Figure 1. Placement by cell class.
Scale: 3 px per um. Fill, decap, tap and diode cells in grey.
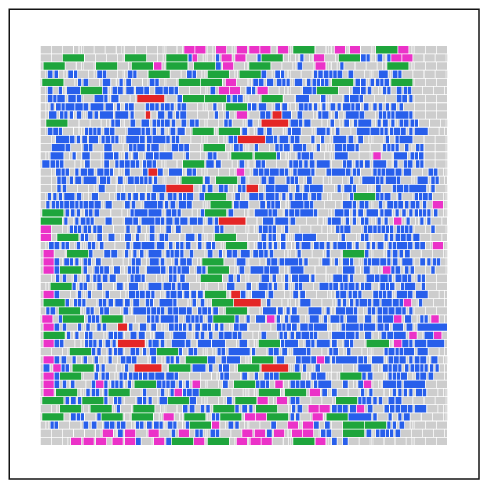
Figure 2. PDN straps and rails.
Scale: 2 px per um. Pins as bars on the die edge.
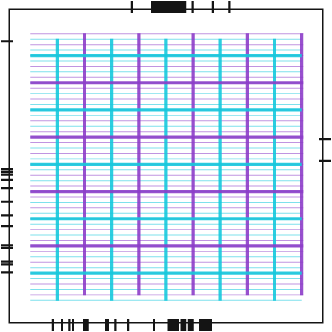
Figure 3. Sequential cells coloured by netlist name.
Scale: 3 px per um. Other sequential cells in the stronger grey, the rest of the logic in the fainter grey.
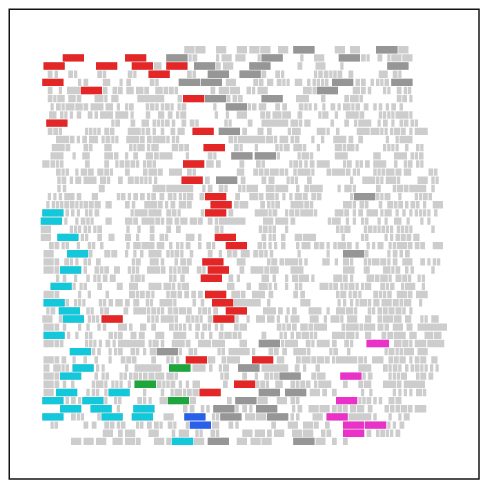
Figure 4. Routing congestion map.
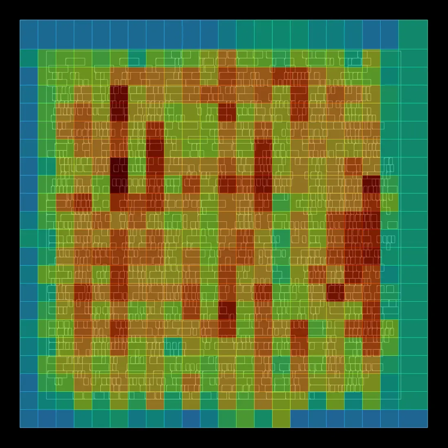
Figure 5. Clock network drawn from the DEF.
Scale: 4 px per um.
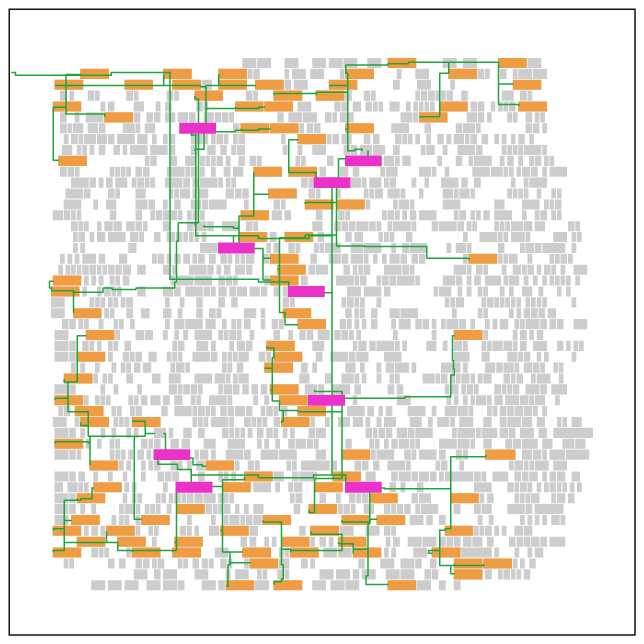
$ cat src/rtl/an_encoder_24bits_clk.sv
// ---------------------------------------------------------------------------
// an_encoder_24bits_clk
//
// Sequential AN-code encoder. Computes the codeword W = A*N for a data word N
// with a shift-and-add multiplier that walks the A_BITS bits of the constant
// A, one bit per cycle. It can optionally inject a single signed arithmetic
// error of +/-2^(|l|-1) into the codeword. The location l uses the same
// signed convention (l = +/-1 .. +/-W_BITS) as the location-based SEC
// decoder that sits downstream.
//
// Timing: the edge that accepts start is edge 0. MULT runs for A_BITS cycles
// and INJ for one more, so valid pulses after edge A_BITS+1.
//
// Ports:
//   clk      in   1          clock, rising edge
//   rst_n    in   1          synchronous reset, ACTIVE HIGH (1 = reset)
//   start    in   1          encode request, sampled only in IDLE
//   N_in     in   N_BITS     data word, captured on the accepting edge
//   inj_en   in   1          enable error injection, captured with N_in
//   inj_loc  in   L_BITS+1   signed error location l, captured with N_in
//   busy     out  1          encode in progress
//   valid    out  1          one-cycle pulse, W holds a new result
//   W        out  W_BITS     codeword, held until the next valid
//   inj_bad  out  1          one-cycle pulse with valid, l was out of range
// ---------------------------------------------------------------------------
module an_encoder_24bits_clk #(
    parameter int A      = 67,
    parameter int A_BITS = 7,
    parameter int N_BITS = 24,
    parameter int W_BITS = 32,
    parameter int L_BITS = 6
) (
    input  logic              clk,
    input  logic              rst_n,
    input  logic              start,
    input  logic [N_BITS-1:0] N_in,
    input  logic              inj_en,
    input  logic [L_BITS:0]   inj_loc,
    output logic              busy,
    output logic              valid,
    output logic [W_BITS-1:0] W,
    output logic              inj_bad
);

    localparam int CNT_W = (A_BITS > 1) ? $clog2(A_BITS) : 1;

    localparam logic [A_BITS-1:0] A_VEC    = A_BITS'(A);
    localparam logic [CNT_W-1:0]  CNT_LAST = CNT_W'(A_BITS - 1);
    localparam logic [CNT_W-1:0]  CNT_ZERO = {CNT_W{1'b0}};
    localparam logic [CNT_W-1:0]  CNT_ONE  = {{(CNT_W-1){1'b0}}, 1'b1};
    localparam logic [L_BITS:0]   LOC_MAX  = (L_BITS+1)'(W_BITS);
    localparam logic [L_BITS:0]   LOC_ZERO = {(L_BITS+1){1'b0}};
    localparam logic [L_BITS:0]   LOC_ONE  = {{L_BITS{1'b0}}, 1'b1};
    localparam logic [W_BITS-1:0] W_ZERO   = {W_BITS{1'b0}};
    localparam logic [W_BITS-1:0] W_ONE    = {{(W_BITS-1){1'b0}}, 1'b1};

    typedef enum logic [1:0] {
        ST_IDLE = 2'd0,
        ST_MULT = 2'd1,
        ST_INJ  = 2'd2
    } state_t;

    // Magnitude of a two's-complement location. The most negative value
    // (-2^L_BITS) maps to 2^L_BITS as an unsigned number, which is always
    // larger than W_BITS and therefore lands in the out-of-range path.
    function automatic logic [L_BITS:0] loc_mag(input logic [L_BITS:0] loc);
        logic [L_BITS:0] mag;
        if (loc[L_BITS]) begin
            mag = ~loc + LOC_ONE;
        end else begin
            mag = loc;
        end
        return mag;
    endfunction

    state_t              r_state;
    logic [CNT_W-1:0]    r_cnt;
    logic [W_BITS-1:0]   r_acc;
    logic [N_BITS-1:0]   r_n;
    logic                r_inj_en;
    logic [L_BITS:0]     r_loc;
    logic                r_busy;
    logic                r_valid;
    logic [W_BITS-1:0]   r_w;
    logic                r_inj_bad;

    logic [W_BITS-1:0]   w_addend;
    logic [L_BITS:0]     w_mag;
    logic                w_loc_ok;
    logic [W_BITS-1:0]   w_err;
    logic [W_BITS-1:0]   w_injected;

    // Partial product for the current multiplier bit and the injected codeword.
    always_comb begin
        w_addend   = W_ZERO;
        w_mag      = loc_mag(r_loc);
        w_loc_ok   = 1'b0;
        w_err      = W_ZERO;
        w_injected = r_acc;

        if (A_VEC[r_cnt]) begin
            w_addend = {{(W_BITS-N_BITS){1'b0}}, r_n} << r_cnt;
        end else begin
            w_addend = W_ZERO;
        end

        w_loc_ok = (w_mag != LOC_ZERO) && (w_mag <= LOC_MAX);

        if (w_loc_ok) begin
            w_err = W_ONE << (w_mag - LOC_ONE);
        end else begin
            w_err = W_ZERO;
        end

        // Modulo-2^W_BITS arithmetic: wrap is intended, no saturation.
        if (r_loc[L_BITS]) begin
            w_injected = r_acc - w_err;
        end else begin
            w_injected = r_acc + w_err;
        end
    end

    // Control FSM, multiplier datapath and registered outputs.
    always_ff @(posedge clk) begin
        if (rst_n) begin
            r_state   <= ST_IDLE;
            r_cnt     <= CNT_ZERO;
            r_acc     <= W_ZERO;
            r_n       <= {N_BITS{1'b0}};
            r_inj_en  <= 1'b0;
            r_loc     <= LOC_ZERO;
            r_busy    <= 1'b0;
            r_valid   <= 1'b0;
            r_w       <= W_ZERO;
            r_inj_bad <= 1'b0;
        end else begin
            // Pulses default low; only INJ raises them for a single cycle.
            r_valid   <= 1'b0;
            r_inj_bad <= 1'b0;
            case (r_state)
                ST_IDLE: begin
                    if (start) begin
                        r_n      <= N_in;
                        r_inj_en <= inj_en;
                        r_loc    <= inj_loc;
                        r_acc    <= W_ZERO;
                        r_cnt    <= CNT_ZERO;
                        r_busy   <= 1'b1;
                        r_state  <= ST_MULT;
                    end else begin
                        r_state  <= ST_IDLE;
                    end
                end
                ST_MULT: begin
                    r_acc <= r_acc + w_addend;
                    if (r_cnt == CNT_LAST) begin
                        r_cnt   <= CNT_ZERO;
                        r_state <= ST_INJ;
                    end else begin
                        r_cnt   <= r_cnt + CNT_ONE;
                        r_state <= ST_MULT;
                    end
                end
                ST_INJ: begin
                    r_valid <= 1'b1;
                    r_busy  <= 1'b0;
                    r_state <= ST_IDLE;
                    if (r_inj_en && w_loc_ok) begin
                        r_w       <= w_injected;
                        r_inj_bad <= 1'b0;
                    end else begin
                        r_w       <= r_acc;
                        r_inj_bad <= r_inj_en;
                    end
                end
                default: begin
                    r_state <= ST_IDLE;
                    r_busy  <= 1'b0;
                    r_cnt   <= CNT_ZERO;
                end
            endcase
        end
    end

    assign busy    = r_busy;
    assign valid   = r_valid;
    assign W       = r_w;
    assign inj_bad = r_inj_bad;

endmodule
$ cat config.mk
export PLATFORM = sky130hd
export DESIGN_NAME = an_encoder_24bits_clk
export DESIGN_NICKNAME = d
export VERILOG_FILES = /design/src/rtl/an_encoder_24bits_clk.sv
export SDC_FILE = /design/constraint.sdc
export NUM_CORES = 1
export LEC_CHECK = 0
export ABC_AREA = 1
export CAP_MARGIN = 10
export CORE_MARGIN = 10
export CORE_UTILIZATION = 51
export CTS_CLUSTER_DIAMETER = 100
export DETAILED_ROUTE_END_ITERATION = 8
export PLACE_DENSITY_LB_ADDON = 0.15
export SLEW_MARGIN = 15
export SYNTH_ARGS = -nofsm -noshare
export SYNTH_HDL_FRONTEND = slang
export SYNTH_SLANG_ARGS = --single-unit
$ cat constraint.sdc
create_clock -name clk -period 5.43 [get_ports clk]
set_input_delay 1.086 -clock clk [delete_from_list [all_inputs] [get_ports clk]]
set_output_delay 1.086 -clock clk [all_outputs]
set_load 0.02 [all_outputs]
==> impl_metrics.env <==
# yosys + openroad results
export IMPL_top_cells_by_count="365 x nand2_1, 178 x nor2_1, 163 x a21oi_1"
export IMPL_yosys_stat_area_um2=9439
export IMPL_design_final_nets=1670
export IMPL_clockBufferDepth=2
export IMPL_peakVddDrop_mv=0.1652
export IMPL_outcome="finished clean"
export IMPL_dp_slack_ns=0.2796
export IMPL_cpMaxStageDelayCell="dfxtp_2"
export IMPL_synth_area_per_cell_um2=6.194
export IMPL_synth_top_flop_cell="dfxtp_1"
export IMPL_crit_fanout=11
export IMPL_design_internal_power_mw=1.774
export IMPL_detail_route_wirelength_um=28390
export IMPL_fin_hold_ws_ns=0.4662
export IMPL_vias=10114
export IMPL_min_period_over_period_pct=92.27
export IMPL_die_width_um=156.0
export IMPL_grt_total_usage_pct=23.18
export IMPL_synthMuxAreaShare_pct=0.1060
export IMPL_aoi_share_pct=24.42
export IMPL_top_cell_area_share_pct=22.27
About Figure 1:
magenta -> other buffers and delay cells  # cells 90
green -> flops  # cells 105
blue -> all other logic  # cells 1,362
red -> clock drivers and dummy loads  # cells 15

About Figure 2:
purple -> VDD
cyan -> VSS
rows = 49
met5 straps = 9
signal pins = 70

About Figure 3:
blue -> `r_state`  # sequential cells 2
magenta -> `r_loc`  # sequential cells 7, where bottom right
red -> `r_acc`  # sequential cells 32
green -> `r_cnt`  # sequential cells 3
cyan -> `r_n`  # sequential cells 24
not coloured = 37
Final Core Density: 58.90%
sequential cell area in the final layout: 2103 um^2
power consumed by sequential cells: 843 uW
register fraction of the total cell area: 19.74%

About Figure 4:
met1 GRT Util: 29.95%
met3 capacity usage during global routing: 3.557%
GRT busiest layer: met2
routed wire length per instance: 15.76 um

About Figure 5:
orange -> flip-flops  # count 105
magenta -> cells driving clock nets  # count 9
green -> clock wires  # length 1,480 um
flops lie = widely spread
routed clock nets = 10
total clock network power: 640 uW
worst-case clock skew: 0.007509 ns
clock network power share: 19.2%

==> cell families after synthesis <==
group	Yosys count
DFF	105
AOI/OAI and AO/OA	414
muxes	1
xor gates and xnor gates	35
and+or+nand+nor	708
buffers and inverters	194
adders and majority gates	67
==> power by group through the flow <==
stage,Clock [mW],Sequential [mW],Combinational (mW)
2_1_floorplan,0,0.844,1.39
3_3_place_gp,0,0.860,1.78
3_5_place_dp,0,0.860,1.77
4_1_cts,0.653,0.842,1.78
5_1_grt,0.686,0.848,2.09
6_report,0.640,0.843,1.85
==> area by class of cell <==
type | instances | share of cell area [%]
sequential | 105 | 19.74
clock inverter | 6 | 0.4816
multi-input combinational | 1225 | 62.20
inverter | 137 | 4.851
tap | 229 | 2.690
timing repair buffer | 90 | 7.916
clock buffer | 9 | 2.114
==> sequential cells by signal, indices dropped and copies added (netlist names), named ones only <==
register  count
r_loc         7
r_state       2
r_acc        32
busy          1
valid         1
W            32
r_inj_en      1
r_n          24
r_cnt         3
inj_bad       1
==> repair_timing <==
action	CTS	global route
endpoints found under the setup margin	0	18
gates resized	0	13
setup buffers	0	5
==> critical path, delay by kind of cell (launching register included) <==
kind / cells / cell delay [ns]
AOI/OAI and AO/OA: 6 / 1.04
and+or+nand+nor: 17 / 1.96
buffers and inverters: 6 / 0.53
adders and majority gates: 3 / 0.79
DFF: 1 / 0.38
xor gates and xnor gates: 1 / 0.20
==> routing by layer <==
| layer | part of all wire (%) | vias up | wire, um | GRT usage, % |
|---|---|---|---|---|
| met5 | 0 | - | 0 | 0 |
| met4 | 2.0 | 0 | 563 | 6.115 |
| met3 | 5.0 | 43 | 1432 | 3.557 |
| met2 | 47 | 254 | 13370 | 39.28 |
| met1 | 46 | 4588 | 13020 | 29.95 |
| li1 | - | 5229 | - | - |
==> cell usage in the layout (no fill, tap or decap), types with 18 or more instances in the layout <==
| cell type | n |
|---|---|
| inv_1 | 129 |
| dfxtp_1 | 104 |
| a21boi_0 | 22 |
| o22ai_1 | 23 |
| nand3_1 | 77 |
| o21ai_0 | 143 |
| ha_1 | 65 |
| a21oi_1 | 163 |
| buf_4 | 21 |
| xor2_1 | 18 |
| nand2_1 | 364 |
| clkdlybuf4s50_1 | 68 |
| nor2_1 | 174 |
==> worst paths after layout <==
check | from | endpoint | slack [ns] | depth (start not counted)
worst max register to register | r_loc[0]$_SDFFE_PP0P_ | W[31]$_SDFFE_PP0P_ | 0.42 | 33
worst min register to register | W[29]$_SDFFE_PP0P_ | W[29]$_SDFFE_PP0P_ | 0.47 | 2
worst min-delay path | W[29]$_SDFFE_PP0P_ | W[29]$_SDFFE_PP0P_ | 0.47 | 2
worst max-delay path | r_loc[0]$_SDFFE_PP0P_ | W[31]$_SDFFE_PP0P_ | 0.42 | 33
Power is estimated from default activity; no workload was simulated.
